**Run 1: logic cells by family**

Scale bar: 20 um.
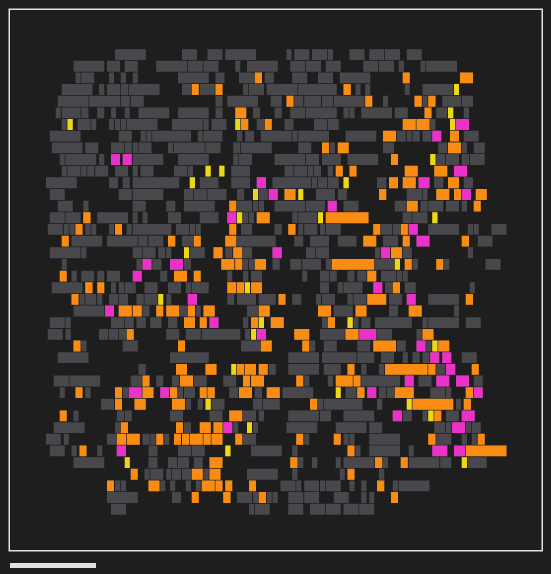
**Run 1: routed clock nets over the placement**

Scale bar: 20 um.
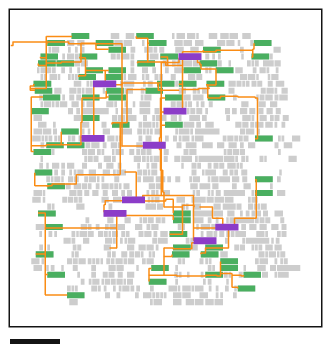
**Run 1: power grid**

Pins as bars on the die edge. Tap cells in grey.
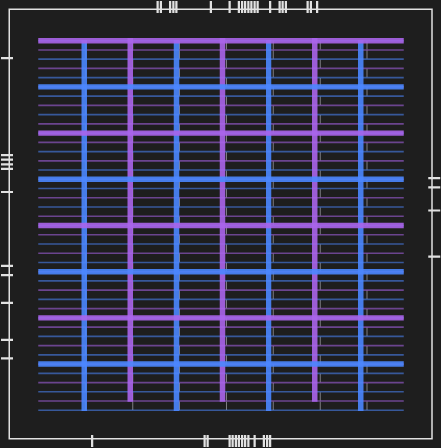
### src/rtl/stopwatch_pkg.sv
// Shared definitions for the stopwatch display family.
// Holds the active-high 7-segment patterns, bit order {g,f,e,d,c,b,a},
// and the legal upper limit of each time field.
package stopwatch_pkg;

  localparam logic [6:0] SEG_0     = 7'h3F;
  localparam logic [6:0] SEG_1     = 7'h06;
  localparam logic [6:0] SEG_2     = 7'h5B;
  localparam logic [6:0] SEG_3     = 7'h4F;
  localparam logic [6:0] SEG_4     = 7'h66;
  localparam logic [6:0] SEG_5     = 7'h6D;
  localparam logic [6:0] SEG_6     = 7'h7D;
  localparam logic [6:0] SEG_7     = 7'h07;
  localparam logic [6:0] SEG_8     = 7'h7F;
  localparam logic [6:0] SEG_9     = 7'h6F;
  localparam logic [6:0] SEG_DASH  = 7'h40;
  localparam logic [6:0] SEG_BLANK = 7'h00;

  // Field range limits: centiseconds/hours 0-99, seconds/minutes 0-59.
  localparam int LIM_99 = 99;
  localparam int LIM_59 = 59;

endpackage

### src/rtl/stopwatch_display_bin2bcd_99.sv
// Combinational binary to two-digit decimal split for one time field.
// Ports:
//   v    - 8-bit binary field value
//   tens - v / 10 (zero when out of range)
//   ones - v mod 10 (zero when out of range)
//   oor  - high when v exceeds LIMIT
module bin2bcd_99 #(
  parameter int LIMIT = 99
) (
  input  logic [7:0] v,
  output logic [3:0] tens,
  output logic [3:0] ones,
  output logic       oor
);

  always_comb begin
    oor  = (v > 8'(LIMIT));
    tens = '0;
    ones = '0;
    if (!oor) begin
      tens = 4'(v / 8'd10);
      ones = 4'(v % 8'd10);
    end
  end

endmodule

### src/rtl/stopwatch_display.sv
// Eight-digit multiplexed 7-segment driver for an hh.mm.ss.xx stopwatch.
// Ports:
//   clk            - system clock
//   rst            - synchronous active-high reset
//   xx, ss, mm, hh - binary time fields (centiseconds, seconds, minutes, hours)
//   seg            - registered segment drive {dp,g,f,e,d,c,b,a}, active-high
//   an             - registered one-hot digit enable, an[0] = rightmost digit
module stopwatch_display
  import stopwatch_pkg::*;
#(
  parameter int CLK_HZ  = 100_000_000,
  parameter int SCAN_HZ = 1000
) (
  input  logic       clk,
  input  logic       rst,
  input  logic [7:0] xx,
  input  logic [7:0] ss,
  input  logic [7:0] mm,
  input  logic [7:0] hh,
  output logic [7:0] seg,
  output logic [7:0] an
);

  localparam int DIV = CLK_HZ / (SCAN_HZ * 8);
  localparam int PW  = (DIV > 1) ? $clog2(DIV) : 1;

  logic [PW-1:0] presc_p0;
  logic [2:0]    idx_p0;
  logic          vld_p0;
  logic [7:0]    snap_xx_p0, snap_ss_p0, snap_mm_p0, snap_hh_p0;
  logic          tick;

  logic [3:0] xx_tens, xx_ones, ss_tens, ss_ones;
  logic [3:0] mm_tens, mm_ones, hh_tens, hh_ones;
  logic       xx_oor, ss_oor, mm_oor, hh_oor;
  logic [3:0] digit;
  logic       dash;
  logic       dp;

  function automatic logic [6:0] seg7(input logic [3:0] d);
    case (d)
      4'd0:    seg7 = SEG_0;
      4'd1:    seg7 = SEG_1;
      4'd2:    seg7 = SEG_2;
      4'd3:    seg7 = SEG_3;
      4'd4:    seg7 = SEG_4;
      4'd5:    seg7 = SEG_5;
      4'd6:    seg7 = SEG_6;
      4'd7:    seg7 = SEG_7;
      4'd8:    seg7 = SEG_8;
      4'd9:    seg7 = SEG_9;
      default: seg7 = SEG_BLANK;
    endcase
  endfunction

  assign tick = (presc_p0 == PW'(DIV - 1));

  bin2bcd_99 #(.LIMIT(LIM_99)) u_xx (.v(snap_xx_p0), .tens(xx_tens), .ones(xx_ones), .oor(xx_oor));
  bin2bcd_99 #(.LIMIT(LIM_59)) u_ss (.v(snap_ss_p0), .tens(ss_tens), .ones(ss_ones), .oor(ss_oor));
  bin2bcd_99 #(.LIMIT(LIM_59)) u_mm (.v(snap_mm_p0), .tens(mm_tens), .ones(mm_ones), .oor(mm_oor));
  bin2bcd_99 #(.LIMIT(LIM_99)) u_hh (.v(snap_hh_p0), .tens(hh_tens), .ones(hh_ones), .oor(hh_oor));

  // Stage p0 -> p1: pick the digit for the current index from the snapshot.
  always_comb begin
    digit = '0;
    dash  = 1'b0;
    case (idx_p0)
      3'd0: begin digit = xx_ones; dash = xx_oor; end
      3'd1: begin digit = xx_tens; dash = xx_oor; end
      3'd2: begin digit = ss_ones; dash = ss_oor; end
      3'd3: begin digit = ss_tens; dash = ss_oor; end
      3'd4: begin digit = mm_ones; dash = mm_oor; end
      3'd5: begin digit = mm_tens; dash = mm_oor; end
      3'd6: begin digit = hh_ones; dash = hh_oor; end
      3'd7: begin digit = hh_tens; dash = hh_oor; end
      default: begin digit = '0; dash = 1'b0; end
    endcase
    dp = (idx_p0 == 3'd2) || (idx_p0 == 3'd4) || (idx_p0 == 3'd6);
  end

  always_ff @(posedge clk) begin
    if (rst) begin
      presc_p0   <= '0;
      idx_p0     <= 3'd7;
      vld_p0     <= 1'b0;
      snap_xx_p0 <= '0;
      snap_ss_p0 <= '0;
      snap_mm_p0 <= '0;
      snap_hh_p0 <= '0;
      an         <= 8'h00;
      seg        <= 8'h00;
    end else begin
      // Stage p0: prescaler, digit index, frame snapshot on the 7 -> 0 wrap.
      presc_p0 <= tick ? '0 : presc_p0 + 1'b1;
      vld_p0   <= tick;
      if (tick) begin
        idx_p0 <= idx_p0 + 3'd1;
        if (idx_p0 == 3'd7) begin
          snap_xx_p0 <= xx;
          snap_ss_p0 <= ss;
          snap_mm_p0 <= mm;
          snap_hh_p0 <= hh;
        end
      end
      // Stage p1: registered display outputs, one cycle after the tick.
      if (vld_p0) begin
        an  <= 8'h01 << idx_p0;
        seg <= {dp, dash ? SEG_DASH : seg7(digit)};
      end
    end
  end

endmodule

### config.mk
export PLATFORM = sky130hd
export DESIGN_NAME = stopwatch_display
export DESIGN_NICKNAME = d
export VERILOG_FILES = /design/src/rtl/stopwatch_pkg.sv /design/src/rtl/stopwatch_display_bin2bcd_99.sv /design/src/rtl/stopwatch_display.sv
export SDC_FILE = /design/constraint.sdc
export NUM_CORES = 1
export LEC_CHECK = 0
export CAP_MARGIN = 5
export CORE_AREA = 8 8 116 118
export DETAILED_ROUTE_END_ITERATION = 12
export DIE_AREA = 0 0 124 126
export PLACE_DENSITY = 0.67
export RECOVER_POWER = 25
export SLEW_MARGIN = 20
export SYNTH_ARGS = -nofsm -noshare
export SYNTH_HDL_FRONTEND = slang
export SYNTH_SLANG_ARGS = --single-unit
### constraint.sdc
create_clock -name clk -period 5 [get_ports clk]
set_input_delay 1 -clock clk [delete_from_list [all_inputs] [get_ports clk]]
set_output_delay 1 -clock clk [all_outputs]
set_load 0.05 [all_outputs]
==> flow_summary.toml, run 1 <==
# synthesis and place-and-route metrics
[detailed_routing]
wl_per_cell_um = 16.4
drtPass1Iterations = 5
viasPerCell = 6.12
routed_wl_um = 15300
postRouteAntennaNets = 0

[worst_setup_path]
regToRegEndpoint = "seg[5]"
cp.required_ns = 5.23
crit_path_start_kind = "register"
path_cells = "ha_1 > nand2b_1 > a211oi_1 > o21ai_0 > o311a_1 > nand2b_1 > a21oi_1 > a21oi_1 > ha_1 > a2111oi_4 > a2111oi_4 > nor2_1 > o21a_1 > a211o_1"

[clock_network]
cts_hold_buf = 0
cts_root_buf = "clkbuf_16"
clk_path_buf_depth = 2
cts.sinks = 66
cts_resized = 0
cts_inserted_buffers = 9

[die]
floorplan.core_util_pct = 48.7
die_area_um2 = 15600
row_count = 40
taps = 147

[hold_path]
hold_depth = 1
hold_class = "register to register"

[final_timing]
fmax_mhz = 229
hold_viol = 0
final_max_slew_viol_count = 51
min_period_ns = 4.37
tightest_slew_ns = 2.17
setup_viol = 0

[synthesis]
top_logic_kind = "simple AND/OR/NAND/NOR gates"
avgSynthCellArea_um2 = 7.32
ys_ff = 66
ys_warn_count = 0
ys_seq_share_pct = 23.1

[finish]
synthToLayoutAreaGrowth_pct = 12.6
fin_nets = 834
seq_share_pct = 20.6
final_cell_mix = "nand2_1, dfxtp_1, nor2_1"
nClkBuffers = 9
utilization_pct = 54.9
n_all_inverters = 32

[pwr]
p_int_uw = 948
seqPwrFrac_pct = 42.5
pg_comb_uw = 38.8

[placement]
pre_cts_ws_ns = 0.556
dp.cells = 918
gp_congestion = 0.924
placed_area_um2 = 6110

[job]
cap_violations = 1
warnings = 34

[run_status]
status = "finished with violations"
violations = "capacitance limit, slew limit"

[grt]
grt_max_degree = 51
grt_overflow_total = 0
Back to the opening pictures, 'logic cells by family':
Key: inverters = yellow [cells 32]; inverting AOI/OAI gates = orange [cells 176]; AND and OR gates = magenta [cells 43]
Top cell excl fill/tap: nand2_1
Post-Layout Cell Count: 934
logic share of the area: 62.3%

Back to the opening pictures, 'routed clock nets over the placement':
Key: cells driving clock nets = purple [count 9]; clock wires = orange [length 1180 um]; flip-flops = green [count 66]
There are 10 routed clock nets. Position of the flops: spread over the die.
Clk network pwr share: 54.4%
clock network power: 677 uW

Back to the opening pictures, 'power grid':
Key: VSS = blue; VDD = purple
7 straps on met4. 41 met1 rails follow the rows.
Max VDD drop: 127 uV
Die Span X: 124 um

[run 1: Yosys cell counts, types with 6 or more instances]
library cell / instances / area share (%)
nand2_1: 108 / 7.1
dfxtp_1: 66 / 23
nor2_1: 66 / 4.3
a21oi_1: 64 / 5.6
clkbuf_1: 36 / 2.4
inv_1: 30 / 2.0
o21ai_0: 29 / 2.5
nand3_1: 27 / 2.4
nand2b_1: 25 / 2.7
nor3_1: 19 / 1.7
ha_1: 18 / 3.9
xnor2_1: 16 / 2.5
nor2b_1: 14 / 1.5
o211ai_1: 14 / 1.8
nand4_1: 13 / 1.4
buf_2: 11 / 0.96
xor2_1: 11 / 1.7
a211o_1: 10 / 1.5
and2_1: 10 / 1.1
and3_1: 9 / 0.99
nor3b_1: 9 / 1.2
a31oi_1: 8 / 0.88
mux2i_1: 7 / 1.2
o21ai_1: 7 / 0.61
a221oi_1: 6 / 0.92
nand3b_1: 6 / 0.79
o21a_1: 6 / 0.79
or3_1: 6 / 0.66
[run 1: per-layer routing]
| layer | wire length, um | track usage, % | part of all wire [%] | up-vias |
|---|---|---|---|---|
| met2 | 7550 | 32.9 | 49 | 151 |
| met1 | 6770 | 24.5 | 44 | 2705 |
| met4 | 321 | 7.21 | 2.1 | 0 |
| met5 | 0 | 0 | 0 | - |
| li1 | - | - | - | 2824 |
| met3 | 647 | 3.22 | 4.2 | 33 |
[run 1: worst max-delay path by stage]
stage / startpoint / to / slack (ns) / depth (start not counted)
finish: snap_hh_p0[5] / seg[5] / 0.63 / 14
floorplan: snap_hh_p0[6] / seg[5] / 1.19 / 17
detailed placement: snap_mm_p0[6] / seg[6] / 0.56 / 16
global route: snap_hh_p0[5] / seg[5] / 0.25 / 14
CTS: snap_mm_p0[6] / seg[6] / 0.54 / 16
global placement: snap_mm_p0[6] / seg[5] / 0.79 / 16
==> run 1 -> run 2 <==
- CORE_AREA: 8 8 116 118 -> 8 8 90 153
- DIE_AREA: 0 0 124 126 -> 0 0 98 161
- PLACE_DENSITY: 0.67 -> 0.66
**Run 2: the clock network**

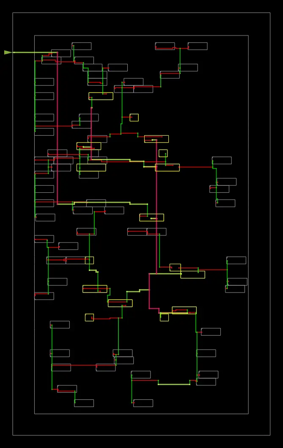
Flops: 66
clock network power: 669 uW
clk ins delay skew pair: 0.34 ns
clock skew: 0.00612 ns

**Run 2: power grid**

Pins as bars on the die edge. Tap cells in grey.
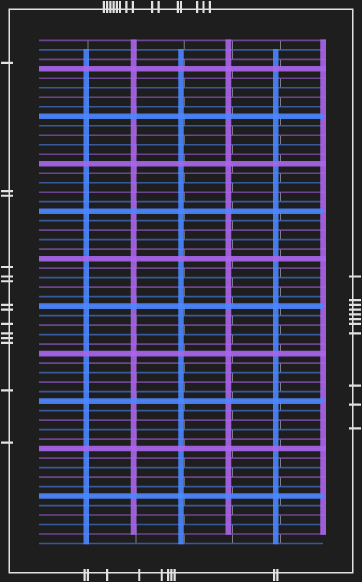
Key: VSS = blue; VDD = purple
50 signal pins sit on the boundary. The core has 53 rows. 10 straps on met5.
Die Span X: 98 um
die height: 161 um
CORE AREA: 11700 um2
Max VDD drop: 220 uV

==> run 2 against run 1 <==
The run still ends with capacitance limit, slew limit left. Count of clock-buffer cells in the layout did not move. Combinational power barely moved. Sequential cell count did not move. Via count rose by 0.30%. Critical path depth rose by 2. First-iteration DRC count fell by 21%. Global-route usage rose by 0.41 points. Sequential share of layout area barely moved. Highest routed layer unchanged.
==> flow_summary.toml, run 2 <==
# synthesis and place-and-route metrics
[run_status]
status = "finished with violations"
violations = "capacitance limit, slew limit"

[finish]
lay_top_count = "nand2_1"
final_cell_mix = "nand2_1, dfxtp_1, nor2_1"
utilization_pct = 54.6
fin_nets = 835
synthToLayoutAreaGrowth_pct = 12.4
fin_cells = 925

[worst_setup_path]
cp.depth = 16
regToRegEndpoint = "seg[5]"
crit_start = "snap_mm_p0[6]"
path_cells = "inv_1 > ha_1 > nand2b_1 > a21oi_1 > o311ai_2 > nor3_1 > a2111oi_4 > and3_4 > nand2b_2 > xnor2_1 > a22o_1 > inv_1 > ha_1 > and2_1 > o21a_1 > a211o_1"
crit_path_start_kind = "register"
cp.required_ns = 5.23
crit_path_end = "seg[5]"
arrival_ns = 4.76

[detailed_routing]
viasPerCell = 6.19
postRouteAntennaNets = 0
routed_wl_um = 15900
wl_per_cell_um = 17.2
drtPass1Iterations = 5

[pwr]
seqPwrFrac_pct = 42.8
power_frac_clock_pct = 54.1
p_int_uw = 949
power.density_nw_per_um2 = 193

[grt]
grt_max_degree = 51
grt_overflow_total = 0
grt_use_total_pct = 20.1

[synthesis]
top_area_cell = "dfxtp_1"
yosysMostFrequentCell = "nand2_1"
synth.distinct_cells = 97
synth_top_area_share_pct = 23.1
synthTopCellsByCount = "nand2_1, dfxtp_1, nor2_1"
ys_seq_share_pct = 23.1
ys_warn_count = 0
synth_cells = 780
ys_ff = 66
top_cells_by_area = "dfxtp_1, nand2_1, a21oi_1, nor2_1, ha_1"
avgSynthCellArea_um2 = 7.32

[clock_network]
cts_hold_buf = 0
cts_resized = 0
cts.sinks = 66
cts_root_buf = "clkbuf_16"
cts_inserted_buffers = 9
h-tree-depth = 3
clk_path_buf_depth = 2

[die]
floorplan.core_util_pct = 48.6
row_count = 53
die_area_um2 = 15800

[placement]
pre_cts_ws_ns = 0.559
gp_congestion = 0.918
dp.cells = 909
hpwlAfterDp_um = 11500
placed_area_um2 = 6100

[final_timing]
fmax_mhz = 221
final_max_slew_viol_count = 51
hold_viol = 0
setup_viol = 0
tightest_slew_ns = 2.28
min_period_ns = 4.53

[job]
warnings = 34
cap_violations = 1

[hold_path]
hold_class = "register to register"
hold_depth = 1
## run 2: power groups by stage
stage                     Clock [mW]  Combinational (mW)  Sequential, mW
after global placement             0              0.0389           0.541
after CTS                      0.676              0.0398           0.529
after global routing           0.702              0.0434           0.529
after detailed placement           0              0.0395           0.541
after floorplan                    0              0.0113           0.541
final                          0.669              0.0391           0.529
## run 2: cells by family (layout without fill, tap and decap cells)
group / after synthesis / in the layout / synth area share, %
flip-flops: 66 / 66 / 23.1
AND-OR/OR-AND: 212 / 212 / 26.7
AND/OR/NAND/NOR: 353 / 353 / 32.4
adder cells (fa/ha/maj): 21 / 21 / 4.49
XOR/XNOR: 28 / 28 / 4.43
buffers and inverters: 91 / 99 / 6.97
multiplexers: 9 / 9 / 1.82
## run 2: cell type report
| type | instances | area share (%) |
|---|---|---|
| inverter | 32 | 1.87 |
| clock buffer | 9 | 3.51 |
| sequential | 66 | 20.6 |
| timing repair buffer | 51 | 7.78 |
| multi-input combinational | 623 | 62.2 |
| clock inverter | 7 | 1.33 |
| tap | 137 | 2.67 |
## run 2: worst register-to-register path: cells and delay by family (launching register included)
family                   cells  cell delay, ns
AND-OR/OR-AND                6            2.05
XOR/XNOR                     1            0.13
adder cells (fa/ha/maj)      2            0.58
buffers and inverters        2            0.23
flip-flops                   1            0.55
AND/OR/NAND/NOR              5            0.90
## run 2: routing by layer
metal | global-route usage (%) | vias up | part of all wire [%]
li1 | - | 2821 | -
met1 | 21.2 | 2692 | 41
met2 | 36.4 | 169 | 51
met3 | 3.36 | 48 | 3.9
met4 | 11.5 | 0 | 3.9
met5 | 0 | - | 0
Power is estimated from default activity; no workload was simulated.
